<file path="config.mk">
export PLATFORM = sky130hd
export DESIGN_NAME = adxl345_spi_responder_flat
export DESIGN_NICKNAME = d
export VERILOG_FILES = /design/src/rtl/adxl345_spi_responder_if.sv /design/src/rtl/adxl345_spi_responder.sv /design/src/flat_wrapper.sv
export SDC_FILE = /design/constraint.sdc
export NUM_CORES = 1
export LEC_CHECK = 0
export ABC_AREA = 1
export CELL_PAD_IN_SITES_DETAIL_PLACEMENT = 2
export CELL_PAD_IN_SITES_GLOBAL_PLACEMENT = 2
export CORE_ASPECT_RATIO = 1.5
export CORE_MARGIN = 3
export CORE_UTILIZATION = 31
export DETAILED_ROUTE_END_ITERATION = 16
export GPL_TIMING_DRIVEN = 0
export PLACE_DENSITY = 0.84
export SLEW_MARGIN = 10
export SYNTH_ARGS = -nofsm -noshare
export SYNTH_HDL_FRONTEND = slang
export SYNTH_SLANG_ARGS = --single-unit
</file>
<file path="constraint.sdc">
create_clock -name sys_clk -period 2 [get_ports sys_clk]
set_clock_uncertainty 0.1 [all_clocks]
set_input_delay 0.4 -clock sys_clk [delete_from_list [all_inputs] [get_ports sys_clk]]
set_output_delay 0.4 -clock sys_clk [all_outputs]
set_load 0.005 [all_outputs]
</file>
<file path="src/rtl/adxl345_spi_responder_if.sv">
// ---------------------------------------------------------------------------
// adxl345_spi_responder_if
//
// Four-wire SPI bus between an accelerometer controller (master) and the
// ADXL345 stand-in responder (slave).
//
//   spi_sclk  master -> slave  SPI clock, idles high (mode 3)
//   spi_cs    master -> slave  chip select, active low
//   spi_mosi  master -> slave  master-out data
//   spi_miso  slave -> master  slave-out data
// ---------------------------------------------------------------------------
interface adxl345_spi_responder_if;
    logic spi_sclk;
    logic spi_cs;
    logic spi_mosi;
    logic spi_miso;

    modport master (
        output spi_sclk,
        output spi_cs,
        output spi_mosi,
        input  spi_miso
    );

    modport slave (
        input  spi_sclk,
        input  spi_cs,
        input  spi_mosi,
        output spi_miso
    );
endinterface

</file>
<file path="src/rtl/adxl345_spi_responder.sv">
// ---------------------------------------------------------------------------
// adxl345_spi_responder
//
// SPI mode-3 slave that mimics the register protocol of an ADXL345 so the
// accelerometer signal path can run on synthetic or replayed samples. The
// SPI pins are oversampled on sys_clk; axis samples are snapshotted when CS
// falls so that a multi-byte burst read always returns one coherent sample.
//
// Ports
//   sys_clk       system clock, rising edge
//   rst_n         asynchronous active-low reset
//   spi           SPI bus (slave modport): sclk, cs, mosi in; miso out
//   x/y/z_sample  signed 16-bit axis values
//   sample_valid  one-cycle strobe loading x/y/z into the live registers
//   bw_rate       register 0x2C
//   power_ctl     register 0x2D
//   data_format   register 0x31
//   txn_done      one-cycle pulse after CS rises at the end of a transaction
// ---------------------------------------------------------------------------
module adxl345_spi_responder #(
    parameter int unsigned CLK_RATIO_MIN = 8,
    parameter logic [7:0]  DEVID         = 8'hE5
) (
    input  logic                      sys_clk,
    input  logic                      rst_n,
    adxl345_spi_responder_if.slave    spi,
    input  logic signed [15:0]        x_sample,
    input  logic signed [15:0]        y_sample,
    input  logic signed [15:0]        z_sample,
    input  logic                      sample_valid,
    output logic [7:0]                bw_rate,
    output logic [7:0]                power_ctl,
    output logic [7:0]                data_format,
    output logic                      txn_done
);

    // The edge-detect and MISO latency only fit inside half an SCLK period
    // when sys_clk runs at least 8x faster than SCLK.
    if (CLK_RATIO_MIN < 8) begin : g_ratio_check
        $error("adxl345_spi_responder: CLK_RATIO_MIN must be at least 8");
    end

    typedef enum logic [1:0] {
        ST_IDLE  = 2'd0,
        ST_CMD   = 2'd1,
        ST_RDATA = 2'd2,
        ST_WDATA = 2'd3
    } state_t;

    localparam logic [5:0] ADDR_DEVID   = 6'h00;
    localparam logic [5:0] ADDR_BW_RATE = 6'h2C;
    localparam logic [5:0] ADDR_PWR_CTL = 6'h2D;
    localparam logic [5:0] ADDR_DFORMAT = 6'h31;
    localparam logic [5:0] ADDR_X0      = 6'h32;
    localparam logic [5:0] ADDR_X1      = 6'h33;
    localparam logic [5:0] ADDR_Y0      = 6'h34;
    localparam logic [5:0] ADDR_Y1      = 6'h35;
    localparam logic [5:0] ADDR_Z0      = 6'h36;
    localparam logic [5:0] ADDR_Z1      = 6'h37;

    // Synchroniser stages: _p0/_p1 resolve metastability, _p2 is the
    // previous synchronised value used for edge detection.
    logic sclk_p0, sclk_p1, sclk_p2;
    logic cs_p0, cs_p1, cs_p2;
    logic mosi_p0, mosi_p1;

    logic rise, fall, cs_fall, cs_rise;

    state_t state_q, state_d;

    logic [2:0] bit_cnt;
    logic [7:0] rx_shift;
    logic [7:0] rx_next;
    logic [7:0] tx_shift;
    logic [5:0] addr;
    logic [5:0] addr_nxt;
    logic       mb;
    logic       miso_q;

    logic signed [15:0] live_x, live_y, live_z;
    logic signed [15:0] snap_x, snap_y, snap_z;

    // ---- stage p0..p2: pin synchronisation and edge history ----
    // CS history resets low so that a CS already held low when reset is
    // released produces no cs_fall; the transaction has to start afresh.
    always_ff @(posedge sys_clk or negedge rst_n) begin
        if (!rst_n) begin
            sclk_p0 <= 1'b1;
            sclk_p1 <= 1'b1;
            sclk_p2 <= 1'b1;
            cs_p0   <= 1'b0;
            cs_p1   <= 1'b0;
            cs_p2   <= 1'b0;
            mosi_p0 <= 1'b0;
            mosi_p1 <= 1'b0;
        end else begin
            sclk_p0 <= spi.spi_sclk;
            sclk_p1 <= sclk_p0;
            sclk_p2 <= sclk_p1;
            cs_p0   <= spi.spi_cs;
            cs_p1   <= cs_p0;
            cs_p2   <= cs_p1;
            mosi_p0 <= spi.spi_mosi;
            mosi_p1 <= mosi_p0;
        end
    end

    // SCLK edges only count while the synchronised CS is low.
    assign rise    =  sclk_p1 & ~sclk_p2 & ~cs_p1;
    assign fall    = ~sclk_p1 &  sclk_p2 & ~cs_p1;
    assign cs_fall = ~cs_p1 &  cs_p2;
    assign cs_rise =  cs_p1 & ~cs_p2;

    assign rx_next  = {rx_shift[6:0], mosi_p1};
    assign addr_nxt = mb ? addr + 6'd1 : addr;

    // Register file read mux; unmapped addresses read zero.
    function automatic logic [7:0] reg_rd(input logic [5:0] a);
        logic [7:0] d;
        d = 8'h00;
        case (a)
            ADDR_DEVID:   d = DEVID;
            ADDR_BW_RATE: d = bw_rate;
            ADDR_PWR_CTL: d = power_ctl;
            ADDR_DFORMAT: d = data_format;
            ADDR_X0:      d = snap_x[7:0];
            ADDR_X1:      d = snap_x[15:8];
            ADDR_Y0:      d = snap_y[7:0];
            ADDR_Y1:      d = snap_y[15:8];
            ADDR_Z0:      d = snap_z[7:0];
            ADDR_Z1:      d = snap_z[15:8];
            default:      d = 8'h00;
        endcase
        return d;
    endfunction

    // ---- FSM state register ----
    always_ff @(posedge sys_clk or negedge rst_n) begin
        if (!rst_n) begin
            state_q <= ST_IDLE;
        end else begin
            state_q <= state_d;
        end
    end

    always_comb begin
        state_d = state_q;
        case (state_q)
            ST_IDLE: begin
                if (cs_fall) begin
                    state_d = ST_CMD;
                end
            end
            ST_CMD: begin
                if (rise && bit_cnt == 3'd7) begin
                    state_d = rx_next[7] ? ST_RDATA : ST_WDATA;
                end
            end
            default: state_d = state_q;
        endcase
        if (cs_rise) begin
            state_d = ST_IDLE;
        end
    end

    // ---- live sample registers ----
    always_ff @(posedge sys_clk or negedge rst_n) begin
        if (!rst_n) begin
            live_x <= '0;
            live_y <= '0;
            live_z <= '0;
        end else if (sample_valid) begin
            live_x <= x_sample;
            live_y <= y_sample;
            live_z <= z_sample;
        end
    end

    // ---- shift datapath, snapshot and register file ----
    always_ff @(posedge sys_clk or negedge rst_n) begin
        if (!rst_n) begin
            bit_cnt     <= 3'd0;
            rx_shift    <= 8'h00;
            tx_shift    <= 8'h00;
            addr        <= 6'h00;
            mb          <= 1'b0;
            miso_q      <= 1'b0;
            txn_done    <= 1'b0;
            snap_x      <= '0;
            snap_y      <= '0;
            snap_z      <= '0;
            bw_rate     <= 8'h0A;
            power_ctl   <= 8'h00;
            data_format <= 8'h00;
        end else if (cs_rise) begin
            // End of transaction: any partially shifted byte is dropped.
            txn_done <= (state_q != ST_IDLE);
            miso_q   <= 1'b0;
            bit_cnt  <= 3'd0;
        end else begin
            txn_done <= 1'b0;
            case (state_q)
                ST_IDLE: begin
                    if (cs_fall) begin
                        bit_cnt <= 3'd0;
                        // A strobe coinciding with CS falling wins, so the
                        // snapshot never lags the newest sample.
                        snap_x  <= sample_valid ? x_sample : live_x;
                        snap_y  <= sample_valid ? y_sample : live_y;
                        snap_z  <= sample_valid ? z_sample : live_z;
                    end
                end
                ST_CMD: begin
                    if (rise) begin
                        rx_shift <= rx_next;
                        bit_cnt  <= bit_cnt + 3'd1;
                        if (bit_cnt == 3'd7) begin
                            addr <= rx_next[5:0];
                            mb   <= rx_next[6];
                            if (rx_next[7]) begin
                                tx_shift <= reg_rd(rx_next[5:0]);
                            end
                        end
                    end
                end
                ST_RDATA: begin
                    if (fall) begin
                        miso_q   <= tx_shift[7];
                        tx_shift <= {tx_shift[6:0], 1'b0};
                    end
                    if (rise) begin
                        bit_cnt <= bit_cnt + 3'd1;
                        if (bit_cnt == 3'd7) begin
                            addr     <= addr_nxt;
                            tx_shift <= reg_rd(addr_nxt);
                        end
                    end
                end
                ST_WDATA: begin
                    if (rise) begin
                        rx_shift <= rx_next;
                        bit_cnt  <= bit_cnt + 3'd1;
                        if (bit_cnt == 3'd7) begin
                            case (addr)
                                ADDR_BW_RATE: bw_rate     <= rx_next;
                                ADDR_PWR_CTL: power_ctl   <= rx_next;
                                ADDR_DFORMAT: data_format <= rx_next;
                                default:      ;
                            endcase
                            addr <= addr_nxt;
                        end
                    end
                end
                default: ;
            endcase
        end
    end

    assign spi.spi_miso = miso_q;

endmodule

</file>
<file path="src/flat_wrapper.sv">
// flat-port wrapper written by rule: the top's interface ports become plain ports
module adxl345_spi_responder_flat 
#(
    parameter int unsigned CLK_RATIO_MIN = 8,
    parameter logic [7:0]  DEVID         = 8'hE5
)
  (sys_clk, rst_n, x_sample, y_sample, z_sample, sample_valid, bw_rate, power_ctl, data_format, txn_done, spi_spi_sclk, spi_spi_cs, spi_spi_mosi, spi_spi_miso);
  adxl345_spi_responder_if spi_i ();
  input  logic sys_clk;
  input  logic rst_n;
  input  logic signed [15:0] x_sample;
  input  logic signed [15:0] y_sample;
  input  logic signed [15:0] z_sample;
  input  logic sample_valid;
  output logic [7:0] bw_rate;
  output logic [7:0] power_ctl;
  output logic [7:0] data_format;
  output logic txn_done;
  input wire logic [$bits(spi_i.spi_sclk)-1:0] spi_spi_sclk;
  input wire logic [$bits(spi_i.spi_cs)-1:0] spi_spi_cs;
  input wire logic [$bits(spi_i.spi_mosi)-1:0] spi_spi_mosi;
  output wire logic [$bits(spi_i.spi_miso)-1:0] spi_spi_miso;
  assign spi_i.spi_sclk = spi_spi_sclk;
  assign spi_i.spi_cs = spi_spi_cs;
  assign spi_i.spi_mosi = spi_spi_mosi;
  assign spi_spi_miso = spi_i.spi_miso;
  adxl345_spi_responder #(.CLK_RATIO_MIN(CLK_RATIO_MIN), .DEVID(DEVID)) u_core (.sys_clk(sys_clk), .rst_n(rst_n), .spi(spi_i), .x_sample(x_sample), .y_sample(y_sample), .z_sample(z_sample), .sample_valid(sample_valid), .bw_rate(bw_rate), .power_ctl(power_ctl), .data_format(data_format), .txn_done(txn_done));
endmodule
</file>
==> flow_metrics.py, run 1 <==
# Flow results
metrics = {
    "grt": {
        "grt_pass1_vias": 8197,
        "grt_max_degree": 84,
        "antenna_found_initial": 0,
        "grt_pass1_wl_um": 48700,
        "grt.overflow.total": 0,
    },
    "critical_path": {
        "crit_start": "u_core.addr[0]",
        "r2r_slack_ns": -0.47,
        "cp.arrival_ns": 2.74,
        "critPathRequiredTime_ns": 2.27,
        "r2r-end": "u_core.tx_shift[4]",
        "max_stage_delay_ns": 0.44,
        "startpoint_type": "flip-flop",
        "cpMaxStageDelayCell": "dfrtp_2",
        "crit_fanout": 7,
        "rr_worst_depth": 16,
        "worst_setup_path_end_kind": "flip-flop",
        "path_cells": "buf_6, nand2_4, nor2_4, nand2_2, nand2_4, nand2_8, buf_12, nor2_8, and2_4, buf_8, nand2_1, nand2_2, nor2_1, nand3_1, nand2_1, a21oi_2",
        "timing.rr.start": "u_core.addr[0]",
        "crit_end": "u_core.tx_shift[4]",
        "critPathKind": "flip-flop to flip-flop",
    },
    "clock_tree": {
        "holdBufCountCts": 1,
        "cts_num_sinks": 157,
        "post-cts-setup-buffers": 31,
        "clock_path_buffers": 2,
        "clkTransAtPathRegs_ns": 0.07,
        "cts-root-buf": "clkbuf_16",
        "cts_tree": "done",
        "cts_made_buffers": 17,
        "cts_htree_levels": 4,
        "clk_latency_ns": 0.45,
        "ctsResizeCount": 153,
    },
    "timing": {
        "min_period_ns": 2.47,
        "setup_ws_ns": -0.468,
        "period_used_pct": 123,
        "hold_violations": 0,
        "slew_viol_final": 0,
        "worstMarginPinSlew_ns": 0.674,
        "tns_ns": -2.94,
        "fmaxAchievable_ghz": 0.405,
        "setup_viol": 10,
        "slew_headroom_pct": 55.1,
        "rsz0062_at_grt": "yes",
    },
    "route": {
        "dr.pass1.iters": 5,
        "wirelength_um": 34300,
        "drc_errors": 0,
        "vias": 7367,
        "drtAntennaViolNets": 0,
        "vias_per_cell": 5.34,
        "initialDrtViolationCount": 406,
        "wl_per_cell_um": 24.9,
    },
    "status": {
        "violations": "setup timing",
        "outcome": "complete, but fails checks",
    },
    "power": {
        "p_leak_nw": 4.70,
        "sequentialPowerShare_pct": 42.7,
        "power.switching_mw": 3.45,
        "switching_share_pct": 33.4,
        "power_density_nw_per_um2": 968,
        "ir_drop_mv": 0.604,
        "p_int_mw": 6.87,
        "p_clk_share_pct": 37.0,
        "combPwrFrac_pct": 20.3,
    },
    "logic_synthesis": {
        "synth_area_um2": 7610,
        "synthCells": 893,
        "ys_warn_count": 0,
        "yosys-stat-cells": 893,
        "async_flop_share_pct": 100,
        "syn_nets": 952,
        "edf_count": 0,
        "ys.flop_type": "dfrtp_1",
        "ys_ff": 157,
        "yosysUniqueCellTypes": 34,
        "synth_area_per_cell_um2": 8.52,
        "synth_seq_share_pct": 51.7,
        "ys_area_um2": 7610,
    },
    "die": {
        "dieArea_um2": 26500,
        "pin_count": 80,
        "rows": 69,
        "die_w_um": 134,
        "die_h_um": 198,
        "core-area_um2": 23900,
        "initial_utilization_pct": 31.8,
    },
    "job": {
        "maxCapViolations": 0,
        "warnings": 30,
    },
    "cells_and_area": {
        "final_layout_size_suffix_gt1_share_pct": 29.6,
        "antenna-diode-count": 0,
        "area_growth_syn_to_layout_pct": 40.1,
        "nets": 1107,
        "finalNonFillerCells": 1379,
    },
    "placed_design": {
        "port-buffer-count": 78,
        "gp_congestion": 0.951,
        "place_inst": 1291,
        "dpl.hpwl_um": 22300,
    },
    "hold_path": {
        "worstHoldPathCells": 0,
        "min_from": "u_core.cs_p0",
        "hp-class": "flip-flop to flip-flop",
        "holdPathEnd": "u_core.cs_p1",
    },
}
==> run 1: power by group through the flow <==
stage	registers (mW)	logic (mW)	clock network, mW
final	4.41	2.09	3.82
after global placement	4.30	1.67	0
after detailed placement	4.33	1.79	0
after global routing	4.46	2.29	4.01
after CTS	4.36	1.90	3.87
after floorplan	4.15	1.03	0
==> run 1: synthesized netlist by cell type, types with 2 or more instances <==
library cell    n  area, um^2
a21oi_1        24         120
and2_1          2        12.5
buf_1           3        11.3
buf_4           3        22.5
clkbuf_1       18        67.6
clkinv_1        2        7.51
dfrtp_1       152        3800
dfstp_2         5         131
ha_1            5        62.6
inv_1          98         368
inv_2           5        18.8
mux2_2         51         574
nand2_1       215         807
nand2_2         6        37.5
nand3_1        73         365
nand4_1         9        56.3
nor2_1         74         278
nor2_2          3        18.8
nor2_4          4        45.0
nor3_1          8        40.0
o211ai_1        7        52.6
o21ai_0        94         470
o22ai_1        21         131
==> run 1: layer usage <==
metal	up-vias	wire, um	GRT usage, %
met5	-	0	0
met1	3824	12600	26.1
met3	98	1050	3.48
met4	0	2170	14.8
met2	211	18500	44.9
li1	3234	-	-
==> run 1: critical path, delay by kind of cell (launching register included) <==
kind	cells	cell delay, ns
AND/OR/NAND/NOR	12	1.28
AND-OR/OR-AND	1	0.13
buffers and inverters	3	0.41
flip-flops	1	0.44
==> run 1: kinds of logic after synthesis <==
logic type / Yosys count / synth area share, %
and+or+nand+nor: 398 / 22.5
AOI/OAI and AO/OA: 151 / 10.7
muxes: 51 / 7.55
adders and majority gates: 5 / 0.822
DFF: 157 / 51.7
buffers and inverters: 131 / 6.72
==> run 1: registers in the layout, indices dropped and copies added, names as in the netlist, 16 cells and up <==
| name | count |
|---|---|
| u_core.live_x | 16 |
| u_core.live_y | 16 |
| u_core.live_z | 16 |
| u_core.snap_x | 16 |
| u_core.snap_y | 16 |
| u_core.snap_z | 16 |
==> run 1: stage by stage <==
stage          hold slack, ns  worst slack [ns]  utilization [%]  area, um^2  power, mW
6_report                0.253            -0.468             44.6       10700       10.3
5_1_grt                 0.261            -0.550             44.6       10700       10.8
3_5_place_dp            0.238            -0.778             37.0        8840       6.12
4_1_cts                 0.251            -0.261             42.9       10300       10.1
2_1_floorplan         0.00441          0.000272                -        7620       5.17
3_3_place_gp            0.234             -6.14             36.8        8800       5.97
==> run 1: layout make-up <==
cell class / count / area, um^2
Sequential cell: 157 / 3950
Buffer: 26 / 191
Fill cell: 2574 / 13300
Timing Repair Buffer: 136 / 1330
Clock inverter: 13 / 238
Tap cell: 319 / 399
Multi-Input combinational cell: 605 / 3700
Clock buffer: 18 / 439
Inverter: 105 / 407
==> run 1: cells in the final DEF, fill, tap and decap left out, drive strengths merged, types with 5 or more instances in the layout <==
cell,netlist,routed
clkbuf,18,36
clkinv,2,8
nand2,222,222
inv,103,103
nand3,73,73
o21ai,96,96
nor2,82,82
dfrtp,152,152
nand4,9,9
clkdlybuf4s50,0,75
mux2,51,51
nor3,9,9
buf,8,66
dfstp,5,5
o211ai,7,7
a21oi,24,24
bufinv,0,6
o22ai,21,21
ha,5,5
==> run_1/congestion.png <==
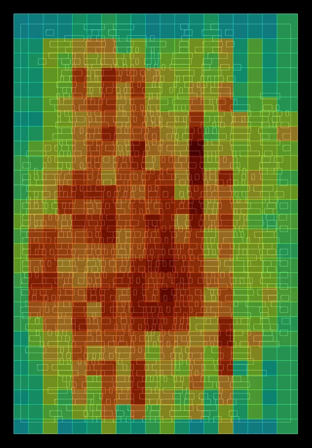
GR peak layer: met2
grt met2 use: 44.9%
final core occ: 44.6%
Total Routing Usage GR: 24.3%

==> run_1/clk_routes.png <==
(3 px per um)
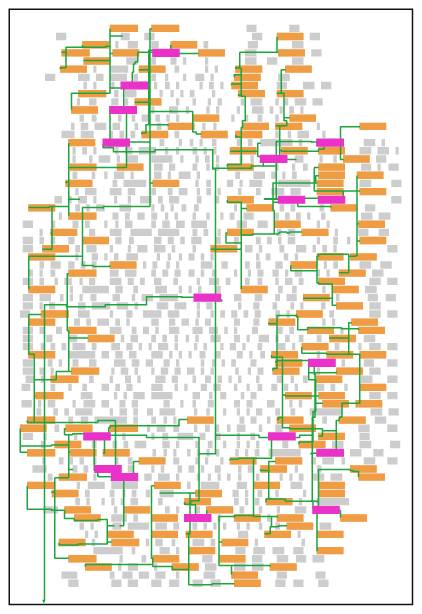
- magenta: clock drivers (count 17)
- orange: flip-flops (count 157)
- green: clock wires (length 2,460 um)
- routed clock nets: 18
- flops lie: widely spread

==> run_1/placement_by_type.png <==
(2 px per um) Fill, decap, tap and diode cells in grey.
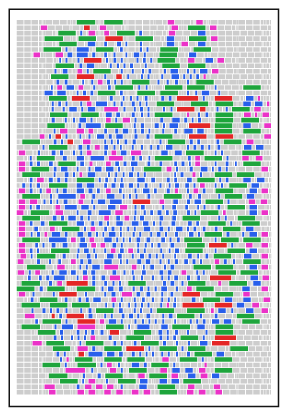
- red: clock drivers and dummy loads (cells 31)
- green: sequential cells (cells 157)
- magenta: remaining buffers and delay cells (cells 162)
- blue: combinational and other logic (cells 710)
Seq area share: 37.1%
Final Instance Area: 10,700 um^2

==> run_1/flops_by_reg.png <==
(2 px per um) Other sequential cells in the stronger grey, the rest of the logic in the fainter grey.
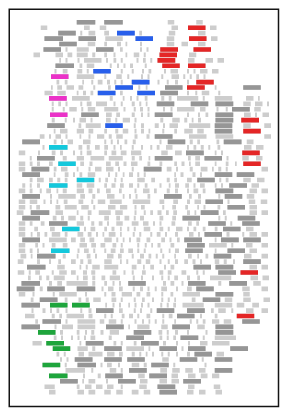
- red: u_core.live_y (flops 16)
- blue: u_core.tx_shift (flops 8; where north)
- green: u_core.rx_shift (flops 7; where south-west)
- magenta: u_core.bit_cnt (flops 3)
- cyan: u_core.addr (flops 6; where west)
- not coloured: 117
Flop area: 3950 um^2
sequential logic power: 4.41 mW

==> run_1/power_grid.png <==
(2 px per um) Pins as bars on the die edge.
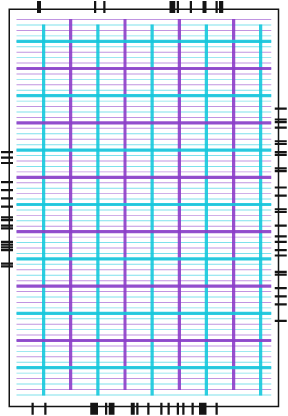

--- run 2 (diff from run 1) ---
--- a/constraint.sdc
+++ b/constraint.sdc
@@ -4,2 +4,2 @@
 set_output_delay 0.4 -clock sys_clk [all_outputs]
-set_load 0.005 [all_outputs]
+set_load 0.05 [all_outputs]
==> run_2/power_grid.png <==
(2 px per um) Pins as bars on the die edge.
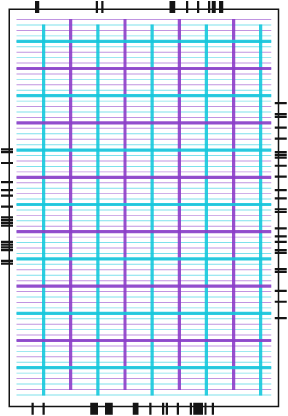
- purple: VDD
- cyan: VSS
- met1 rails: 70
- met5 straps: 13
- rows: 69

==> run_2/flops_by_reg.png <==
(2 px per um) Other sequential cells in the stronger grey, the rest of the logic in the fainter grey.
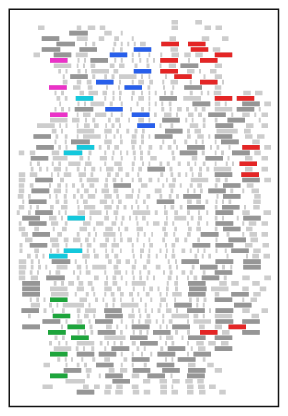
- blue: u_core.tx_shift (flops 8; where north)
- cyan: u_core.addr (flops 6; where west)
- green: u_core.rx_shift (flops 7; where south-west)
- red: u_core.live_y (flops 16)
- magenta: u_core.bit_cnt (flops 3)
- not coloured: 117
Seq area share: 37.9%
sequential logic power: 4.38 mW
Flop area: 3940 um^2
final core occ: 43.5%

==> run 2 against run 1 <==
Against the previous run: the run still ends with setup timing left; sequential power barely moved; total power down 4.0%; core utilization decreased by 1.1 points; combinational power down 4%; sequential share of layout area increased by 0.82 points; register-to-register slack about the same; fmax about the same; worst hold slack better by 0.0027 ns; global-route usage increased by 0.36 points; largest power group unchanged; first-iteration DRC count down 8.9%.
==> flow_metrics.py, run 2 <==
# Flow results
metrics = {
    "grt": {
        "grt-busiest-layer": "met2",
        "grt_pass1_vias": 8191,
        "met1_usage_pct": 26.2,
        "grtUsageMet2_pct": 46.3,
        "track_usage_pct": 24.7,
        "antenna_found_initial": 0,
        "grt_pass1_wl_um": 49200,
        "grt_use_met3_pct": 3.76,
        "grt.overflow.total": 0,
        "grt_max_degree": 82,
    },
    "timing": {
        "setup_viol": 10,
        "worstMarginPinSlew_ns": 0.695,
        "slew_viol_final": 0,
        "fmaxAchievable_ghz": 0.405,
        "hold_violations": 0,
        "rsz0062_at_grt": "yes",
        "setup_ws_ns": -0.468,
        "slew_headroom_pct": 53.6,
        "min_period_ns": 2.47,
        "period_used_pct": 123,
    },
    "job": {
        "maxCapViolations": 0,
        "warnings": 31,
    },
    "logic_synthesis": {
        "synth_top_cell_by_count": "nand2_1",
        "ys_ff": 157,
        "synth_area_per_cell_um2": 8.52,
        "synth_area_um2": 7610,
        "ys.flop_type": "dfrtp_1",
        "ys_area_um2": 7610,
        "edf_count": 0,
        "yosys.area.top_type": "dfrtp_1",
        "top_cells_by_count": "nand2_1, dfrtp_1, inv_1",
        "ys_warn_count": 0,
        "synth_seq_share_pct": 51.7,
        "synth_top_area_share_pct": 50.0,
        "yosys-top-cells-area": "dfrtp_1, nand2_1, mux2_2, o21ai_0, inv_1",
        "yosys-stat-cells": 893,
        "synthCells": 893,
        "yosysUniqueCellTypes": 34,
        "async_flop_share_pct": 100,
        "syn_nets": 952,
    },
    "clock_tree": {
        "cts_htree_levels": 4,
        "clkTransAtPathRegs_ns": 0.08,
        "cts_made_buffers": 17,
        "cts-root-buf": "clkbuf_16",
        "cts_num_sinks": 157,
        "clock_path_buffers": 2,
        "cts_tree": "done",
    },
    "cells_and_area": {
        "most-common-layout-cells": "nand2_1, dfrtp_1, inv_1",
        "nFillCells": 2581,
        "antenna-diode-count": 0,
        "finalNonFillerCells": 1365,
        "final_common_cell": "nand2_1",
        "final_layout_size_suffix_gt1_share_pct": 27.7,
        "area_growth_syn_to_layout_pct": 36.7,
        "nets": 1092,
    },
    "placed_design": {
        "dpl.hpwl_um": 22200,
        "pre_cts_ws_ns": -0.808,
        "port-buffer-count": 78,
        "gp_congestion": 0.916,
        "place_inst": 1291,
    },
    "route": {
        "drc_errors": 0,
        "vias_per_cell": 5.29,
        "wirelength_um": 33100,
        "vias": 7215,
        "drtAntennaViolNets": 0,
        "wl_per_cell_um": 24.3,
        "dr.pass1.iters": 5,
        "initialDrtViolationCount": 370,
    },
    "die": {
        "die_h_um": 198,
        "dieArea_um2": 26500,
        "core-area_um2": 23900,
        "initial_utilization_pct": 31.8,
        "rows": 69,
        "die_w_um": 134,
        "pin_count": 80,
    },
    "critical_path": {
        "timing.rr.start": "u_core.addr[0]",
        "crit_start": "u_core.addr[0]",
        "startpoint_type": "flip-flop",
        "critPathKind": "flip-flop to flip-flop",
        "cp.arrival_ns": 2.74,
        "worst_setup_path_end_kind": "flip-flop",
        "critPathRequiredTime_ns": 2.27,
        "crit_fanout": 7,
    },
    "hold_path": {
        "hp-class": "flip-flop to flip-flop",
        "min_from": "u_core.sclk_p0",
    },
    "power": {
        "design_power_total_mw": 9.91,
        "ir_drop_mv": 0.613,
        "p_leak_nw": 4.69,
        "power_density_nw_per_um2": 952,
    },
    "status": {
        "outcome": "complete, but fails checks",
        "violations": "setup timing",
    },
}
==> run_2/clk_routes.png <==
(3 px per um)
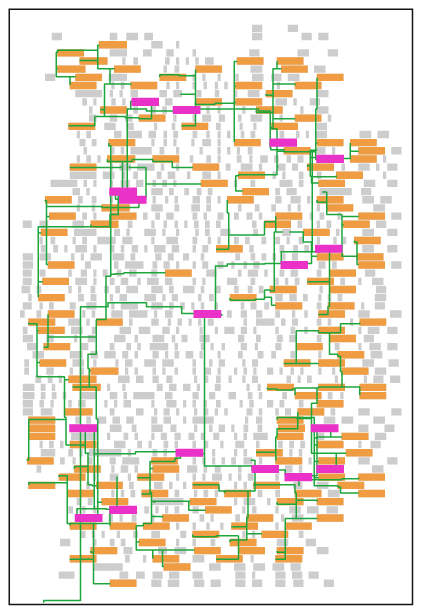
- orange: flip-flops (count 157)
- magenta: clock drivers (count 17)
- green: clock wires (length 2,340 um)
- flops lie: widely spread
- routed clock nets: 18
clk latency late pin: 0.45 ns
Clock group: 3.53 mW
Clk network pwr share: 35.6%

==> run 2: cell count changes in the layout (fill, tap and decap cells not counted), moves of 6 or more <==
cell,change
inv_6,+7
clkbuf_2,+7
nand2_2,-10
buf_4,-6
nand3_2,-6
dfrtp_1,+8
clkdlybuf4s15_1,+7
dfrtp_2,-8
nand2_4,+6
o21ai_0,-6
clkdlybuf4s50_1,-24
dlygate4sd2_1,+9
==> run 2: worst max-delay path: stages, from the launching register on <==
cell and delay, ns:
dfrtp_2 0.48, inv_2 0.12, ha_4 0.22, nand2_4 0.06, o21ai_4 0.07, inv_2 0.12
nand2_2 0.10, nor2_4 0.22, and2_4 0.31, nand2_2 0.09, nand3_1 0.09, nor2_1 0.05
nand3_1 0.11, nand2_1 0.09, a21oi_1 0.13
==> run 2: logic make-up (layout without fill, tap and decap cells) <==
| family | after synthesis | in the layout | synth area share (%) |
|---|---|---|---|
| compound gates | 151 | 151 | 10.7 |
| fa+ha+maj | 5 | 5 | 0.822 |
| buf+inv | 131 | 284 | 6.72 |
| flops | 157 | 157 | 51.7 |
| mux | 51 | 51 | 7.55 |
| simple gates | 398 | 398 | 22.5 |
==> run 2: power by group <==
| part | internal, mW | switching (mW) | leakage (nW) |
|---|---|---|---|
| logic | 0.642 | 1.36 | 2.43 |
| clock network | 2.01 | 1.52 | 0.299 |
| registers | 3.84 | 0.543 | 1.96 |
| total | 6.49 | 3.42 | 4.69 |
==> run 2: layer usage <==
metal / share of wire (%) / vias to the layer above / wire, um
met5: 0 / - / 0
met4: 5.7 / 0 / 1900
met3: 3.3 / 93 / 1110
met2: 54 / 218 / 18000
met1: 36 / 3691 / 12100
li1: - / 3213 / -
==> run 2: layout make-up <==
class / count / area, um^2 / share of cell area (%)
well taps: 319 / 399 / 3.84
multi-input cells: 605 / 3720 / 35.7
clock inverters: 15 / 195 / 1.88
repair buffers: 122 / 1130 / 10.9
flip-flops and latches: 157 / 3940 / 37.9
plain buffers: 25 / 178 / 1.71
clock buffers: 17 / 425 / 4.09
inverters: 105 / 412 / 3.96
==> run 2: timing repair <==
action / CTS / global route
gates resized: 156 / 109
gates cloned: 1 / 1
hold buffers: 1 / 0
endpoints found under the setup margin: 117 / 71
pin swaps: 26 / 26
endpoints found under the hold margin: 71 / 0
buffers inserted: 24 / 16
==> run 2: path summary, 6_finish.rpt <==
path / depth (start not counted) / endpoint / slack, ns
min in group asynchronous: 2 / u_core.rx_shift[0] / 0.42
max in group asynchronous: 3 / u_core.live_z[4] / 0.55
hold / removal: 0 / u_core.sclk_p1 / 0.26
hold reg to reg: 0 / u_core.sclk_p1 / 0.26
setup / recovery: 14 / u_core.tx_shift[7] / -0.47
setup reg to reg: 14 / u_core.tx_shift[7] / -0.47
==> run 2: through the flow <==
stage | TNS (ns) | hold WS [ns] | instance area (um^2)
after floorplan | -0.0105 | 0.00441 | 7610
after global placement | -1002.92 | 0.234 | 8790
after detailed placement | -51.06 | 0.242 | 8820
after CTS | -2.04 | 0.257 | 10000
after global routing | -4.89 | 0.259 | 10400
final | -3.22 | 0.256 | 10400
Power figures rest on the tool's default switching activity, not on a simulated workload.
